`src/rtl/dmgplus_vram_pkg.sv`:
```
// Shared VRAM arbiter types: address/pixel widths, the buffered write entry and the slot choice.
package dmgplus_vram_pkg;
   localparam int VRAM_AW = 16;
   localparam int PIX_W   = 2;

   typedef struct packed {
      logic [VRAM_AW-1:0] addr;
      logic [PIX_W-1:0]   data;
   } wr_entry_t;

   typedef enum logic [1:0] {
      SLOT_IDLE  = 2'd0,
      SLOT_READ  = 2'd1,
      SLOT_WRITE = 2'd2
   } slot_e;
endpackage

```
`src/rtl/vram_wr_fifo.sv`:
```
// Sampler write buffer: registered push/pop, head visible combinationally, flush clears it in one cycle.
// No backpressure: a push into a full FIFO is discarded unless a pop frees the slot in the same cycle.
module vram_wr_fifo
   import dmgplus_vram_pkg::*;
#(
   parameter int DEPTH = 4
) (
   input  logic                   clk,
   input  logic                   flush,
   input  logic                   push,
   input  wr_entry_t              push_dat,
   input  logic                   pop,
   output wr_entry_t              head_dat,
   output logic                   full,
   output logic                   empty,
   output logic [$clog2(DEPTH):0] level
);
   localparam int          AW       = $clog2(DEPTH);
   localparam logic [AW:0] FULL_LVL = DEPTH[AW:0];

   wr_entry_t     mem_q [DEPTH];
   logic [AW-1:0] wr_ptr_q, wr_ptr_d;
   logic [AW-1:0] rd_ptr_q, rd_ptr_d;
   logic [AW:0]   level_q, level_d;
   logic          push_ok, pop_ok;

   assign full     = (level_q == FULL_LVL);
   assign empty    = (level_q == '0);
   assign pop_ok   = pop && !empty;
   assign push_ok  = push && (!full || pop_ok);
   assign head_dat = mem_q[rd_ptr_q];
   assign level    = level_q;

   always_comb begin
      wr_ptr_d = wr_ptr_q;
      rd_ptr_d = rd_ptr_q;
      level_d  = level_q;
      if (push_ok) wr_ptr_d = wr_ptr_q + 1'b1;
      if (pop_ok)  rd_ptr_d = rd_ptr_q + 1'b1;
      if (push_ok && !pop_ok)      level_d = level_q + 1'b1;
      else if (pop_ok && !push_ok) level_d = level_q - 1'b1;
   end

   always_ff @(posedge clk) begin
      if (flush) begin
         wr_ptr_q <= '0;
         rd_ptr_q <= '0;
         level_q  <= '0;
      end else begin
         wr_ptr_q <= wr_ptr_d;
         rd_ptr_q <= rd_ptr_d;
         level_q  <= level_d;
      end
   end

   // Storage needs no reset; the pointers define what is valid.
   always_ff @(posedge clk) begin
      if (push_ok && !flush) mem_q[wr_ptr_q] <= push_dat;
   end
endmodule

```
`src/rtl/vram_arbiter.sv`:
```
// Single-port VRAM arbiter: reads win, buffered sampler writes get a forced slot after MAX_WAIT-1 waits.
// Read grant to rd_valid is 2 cycles; writes have no backpressure and overflow drops are counted.
module vram_arbiter
   import dmgplus_vram_pkg::*;
#(
   parameter int FIFO_DEPTH = 4,
   parameter int MAX_WAIT   = 8
) (
   input  logic                        vramclk,
   input  logic                        rst,
   input  logic                        wr_we,
   input  logic [VRAM_AW-1:0]          wr_addr,
   input  logic [PIX_W-1:0]            wr_data,
   input  logic                        rd_req,
   input  logic [VRAM_AW-1:0]          rd_addr,
   output logic                        rd_gnt,
   output logic                        rd_valid,
   output logic [PIX_W-1:0]            rd_data,
   output logic [VRAM_AW-1:0]          mem_addr,
   output logic [PIX_W-1:0]            mem_wdata,
   output logic                        mem_we,
   output logic                        mem_re,
   input  logic [PIX_W-1:0]            mem_rdata,
   output logic [$clog2(FIFO_DEPTH):0] fifo_level,
   output logic                        overflow,
   output logic [7:0]                  drop_count
);
   localparam int            WW        = $clog2(MAX_WAIT) + 1;
   localparam int            WL        = MAX_WAIT - 1;
   localparam logic [WW-1:0] WAIT_LAST = WL[WW-1:0];

   slot_e              slot;
   wr_entry_t          head_dat;
   logic               fifo_full, fifo_empty, push, pop, drop;
   logic [WW-1:0]      wait_cnt_q, wait_cnt_d;
   logic [VRAM_AW-1:0] mem_addr_q, mem_addr_d;
   logic [PIX_W-1:0]   mem_wdata_q, mem_wdata_d;
   logic               mem_we_q, mem_we_d, mem_re_q, mem_re_d;
   logic               rd_valid_q, rd_valid_d;
   logic               overflow_q, overflow_d;
   logic [7:0]         drop_count_q, drop_count_d;

   assign push = wr_we && !rst;
   assign pop  = (slot == SLOT_WRITE);
   assign drop = push && fifo_full && !pop;

   vram_wr_fifo #(.DEPTH(FIFO_DEPTH)) u_wr_fifo (
      .clk      (vramclk),
      .flush    (rst),
      .push     (push),
      .push_dat ('{addr: wr_addr, data: wr_data}),
      .pop      (pop),
      .head_dat (head_dat),
      .full     (fifo_full),
      .empty    (fifo_empty),
      .level    (fifo_level)
   );

   always_comb begin
      slot = SLOT_IDLE;
      if (rst)                                     slot = SLOT_IDLE;
      else if (fifo_empty)                         slot = rd_req ? SLOT_READ : SLOT_IDLE;
      else if (!rd_req || wait_cnt_q == WAIT_LAST) slot = SLOT_WRITE;
      else                                         slot = SLOT_READ;
   end

   always_comb begin
      wait_cnt_d   = (pop || fifo_empty) ? '0 : wait_cnt_q + 1'b1;
      mem_addr_d   = mem_addr_q;
      mem_wdata_d  = mem_wdata_q;
      mem_we_d     = 1'b0;
      mem_re_d     = 1'b0;
      rd_valid_d   = mem_re_q;
      overflow_d   = overflow_q | drop;
      drop_count_d = drop_count_q;
      if (drop && drop_count_q != 8'hFF) drop_count_d = drop_count_q + 8'd1;
      case (slot)
         SLOT_READ: begin
            mem_re_d   = 1'b1;
            mem_addr_d = rd_addr;
         end
         SLOT_WRITE: begin
            mem_we_d    = 1'b1;
            mem_addr_d  = head_dat.addr;
            mem_wdata_d = head_dat.data;
         end
         default: ;
      endcase
   end

   always_ff @(posedge vramclk) begin
      if (rst) begin
         wait_cnt_q   <= '0;
         mem_addr_q   <= '0;
         mem_wdata_q  <= '0;
         mem_we_q     <= 1'b0;
         mem_re_q     <= 1'b0;
         rd_valid_q   <= 1'b0;
         overflow_q   <= 1'b0;
         drop_count_q <= '0;
      end else begin
         wait_cnt_q   <= wait_cnt_d;
         mem_addr_q   <= mem_addr_d;
         mem_wdata_q  <= mem_wdata_d;
         mem_we_q     <= mem_we_d;
         mem_re_q     <= mem_re_d;
         rd_valid_q   <= rd_valid_d;
         overflow_q   <= overflow_d;
         drop_count_q <= drop_count_d;
      end
   end

   // Masking with rst cancels a read whose data would otherwise surface during reset.
   assign rd_gnt     = (slot == SLOT_READ);
   assign rd_valid   = rd_valid_q && !rst;
   assign rd_data    = rd_valid ? mem_rdata : '0;
   assign mem_addr   = mem_addr_q;
   assign mem_wdata  = mem_wdata_q;
   assign mem_we     = mem_we_q;
   assign mem_re     = mem_re_q;
   assign overflow   = overflow_q;
   assign drop_count = drop_count_q;
endmodule

```
`config.mk`:
```
export PLATFORM = sky130hd
export DESIGN_NAME = vram_arbiter
export DESIGN_NICKNAME = d
export VERILOG_FILES = /design/src/rtl/dmgplus_vram_pkg.sv /design/src/rtl/vram_wr_fifo.sv /design/src/rtl/vram_arbiter.sv
export SDC_FILE = /design/constraint.sdc
export NUM_CORES = 1
export LEC_CHECK = 0
export CORE_MARGIN = 4
export CORE_UTILIZATION = 53
export DETAILED_ROUTE_END_ITERATION = 10
export MAX_ROUTING_LAYER = met4
export PLACE_DENSITY = 0.82
export SETUP_SLACK_MARGIN = 0.05
export SYNTH_ARGS = -nofsm -noshare
export SYNTH_HDL_FRONTEND = slang
export SYNTH_SLANG_ARGS = --single-unit
```
`constraint.sdc`:
```
create_clock -name vramclk -period 4.4 [get_ports vramclk]
set_clock_uncertainty 0.2 [all_clocks]
set_input_delay 1.32 -clock vramclk [delete_from_list [all_inputs] [get_ports vramclk]]
set_output_delay 1.32 -clock vramclk [all_outputs]
set_load 0.03 [all_outputs]
```
==> images/clock_map.png <==
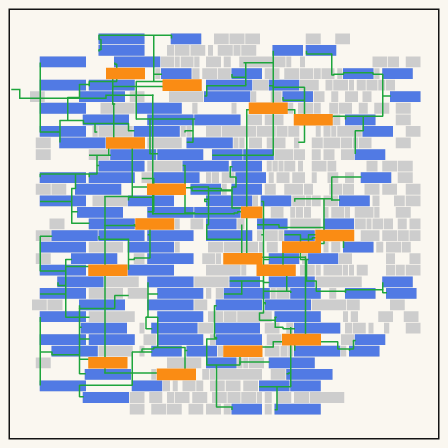
legend:
  blue:
    item: flip-flops
    count: 115
  orange:
    item: cells driving clock nets
    count: 17
  green:
    item: clock wires
    length: 1370 µm
flops lie: widely spread
clk ins delay skew pair: 0.51 ns
clock network power: 1.40 mW
clock group share of total power: 0.468

==> images/pins.png <==
Pins as bars across the die edge, other pins in grey.
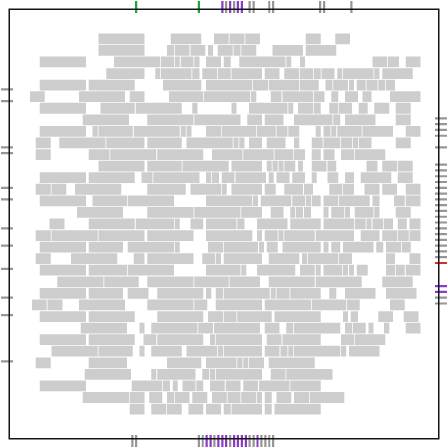
legend:
  green:
    port: wr_data
    pins: 2
    direction: input
    edge: north
  red:
    port: rd_req
    pins: 1
    direction: input
    edge: east
  purple:
    port: rd_addr
    pins: 16
    direction: input
    edge: 10 south, 4 north, 2 east
all pins by edge: 27 east, 22 south, 15 north, 12 west
die span in x: 101 µm
die height: 101 µm
port buffer count: 75

==> images/cell_classes.png <==
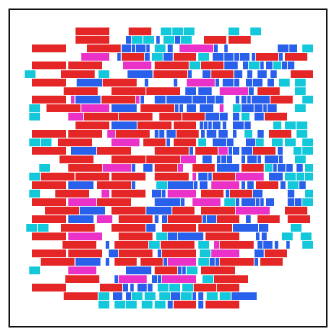
legend:
  cyan:
    class: other buffers and delay cells
    cells: 84
  blue:
    class: all other logic
    cells: 185
  red:
    class: flip-flops
    cells: 115
  magenta:
    class: clock drivers and dummy loads
    cells: 32
sequential share of cell area: 0.501
post-layout util: 0.727
std cell rows: 33

[cell families after synthesis]
group	after synthesis	share of synthesized area
AOI/OAI and AO/OA	46	0.0710
buffers and inverters	42	0.0355
and+or+nand+nor	71	0.0820
DFF	115	0.665
xor gates and xnor gates	9	0.0173
muxes	23	0.100
adders and majority gates	10	0.0292
[cell type report]
class,count,share of cell area
Sequential cell,115,0.501
Inverter,26,0.0162
Timing Repair Buffer,84,0.134
Clock inverter,9,0.0255
Clock buffer,23,0.0757
Multi-Input combinational cell,159,0.226
Tap cell,105,0.0218
[metrics by stage]
stage	power [mW]	util
floorplan	1.46	-
global placement	1.60	0.653
detailed placement	1.61	0.653
CTS	3.02	0.727
global route	3.10	0.727
finish	3.00	0.727
==> results.sh <==
# yosys + openroad results
export IMPL_synth_avg_cell_area_um2=14.4
export IMPL_worstPathRequired_ns=2.88
export IMPL_combinationalPower_uw=355
export IMPL_layout_drive_gt1_share=0.156
export IMPL_route_top_layer_used="met4"
export IMPL_max_slew_margin=0.379
export IMPL_power_group_top="clock"
export IMPL_synthTopCellsByArea="sky130_fd_sc_hd__edfxtp_1, sky130_fd_sc_hd__dfxtp_1, sky130_fd_sc_hd__mux4_2, sky130_fd_sc_hd__a221oi_1, sky130_fd_sc_hd__ha_1"
export IMPL_synth_top_cells_by_count="sky130_fd_sc_hd__edfxtp_1, sky130_fd_sc_hd__dfxtp_1, sky130_fd_sc_hd__inv_1"
export IMPL_postSynthCellCount=316
export IMPL_post_cts_resized_instances=0
export IMPL_rr_worst_depth=11
export IMPL_synth_lib_cells_used_distinct=41
export IMPL_power_report_internal_total_mw=2.31
export IMPL_post_synth_top_area_fraction=0.476
export IMPL_global_route_usage_met2=0.355
export IMPL_combinationalPowerShare=0.118
export IMPL_max_freq_mhz=252
export IMPL_whs_path_depth=1
export IMPL_seq_power_mw=1.24
export IMPL_worstPathBufferInverterCount=3
export IMPL_max_cap_violations=0
export IMPL_crit_start="rst"
export IMPL_status="completed"
export IMPL_lay_top_cells="sky130_fd_sc_hd__edfxtp_1, sky130_fd_sc_hd__clkdlybuf4s50_1, sky130_fd_sc_hd__dfxtp_1, sky130_fd_sc_hd__inv_1, sky130_fd_sc_hd__nor2_1"
export IMPL_switching_share=0.229
export IMPL_finalHoldViolations=0
export IMPL_synth_top_cell_by_count="sky130_fd_sc_hd__edfxtp_1"
export IMPL_num_antenna_cells=0
export IMPL_cts_root_to_sink_buffers=2
export IMPL_min_delay_worst_endpoint="wait_cnt_q[0]"
export IMPL_registers_top_by_ff_count="u_wr_fifo.mem_q"
export IMPL_met1_usage=0.250
export IMPL_grtUsageMet3=0.0581
export IMPL_root_buffer_cell="sky130_fd_sc_hd__clkbuf_8"
export IMPL_synthFlopType="sky130_fd_sc_hd__edfxtp_1"
export IMPL_worstReg2RegEnd="u_wr_fifo.level[2]"
export IMPL_post_route_cell_area_um2=6030
export IMPL_area_sequential_um2=3020
export IMPL_grt_pass1_wl_um=15700
export IMPL_startpoint_of_the_worst_register_to_register_path="u_wr_fifo.level[0]"
export IMPL_dpl_instance_area_um2=5420
export IMPL_drt_pre_antenna_iters=5
export IMPL_met3RoutedLength_um=623
export IMPL_crit_arrival_ns=2.46
export IMPL_combGateArea_um2=1360
export IMPL_yosys_cells=316
export IMPL_grt_antenna_before_repair=0
export IMPL_antenna_left=0
export IMPL_timing_reg2reg_setup_slack_ns=1.24
export IMPL_critPathCaptureType="output port"
export IMPL_drv_slew=0
export IMPL_globalRoute_totalOverflow=0
export IMPL_place_detailed_hpwl_um=6130
export IMPL_clk_pin_slew_ns=0.05
export IMPL_min_delay_path_class="reg -> reg"
export IMPL_powerDensity_nw_per_um2=497
export IMPL_place_detailed_instances=489
export IMPL_cts_setup_buffers=0
export IMPL_timing_setup_critical_path_class="in -> out"
export IMPL_drt_wl_cell_um=19.1
export IMPL_syn_nets=366
export IMPL_clock_sinks=115
export IMPL_min_from="wait_cnt_q[0]"
export IMPL_ys_warnings_count=0
export IMPL_tally_of_openroad_warnings=30
export IMPL_gp_routability_congestion=0.789
export IMPL_postLayoutSetupSlackWorst_ns=0.424
export IMPL_timing_critical_path_fanout_max=3
export IMPL_cts_tree="yes"
export IMPL_totalWireLength_um=9930
export IMPL_crit_family="buffers and inverters"
Power figures rest on the tool's default switching activity, not on a simulated workload.
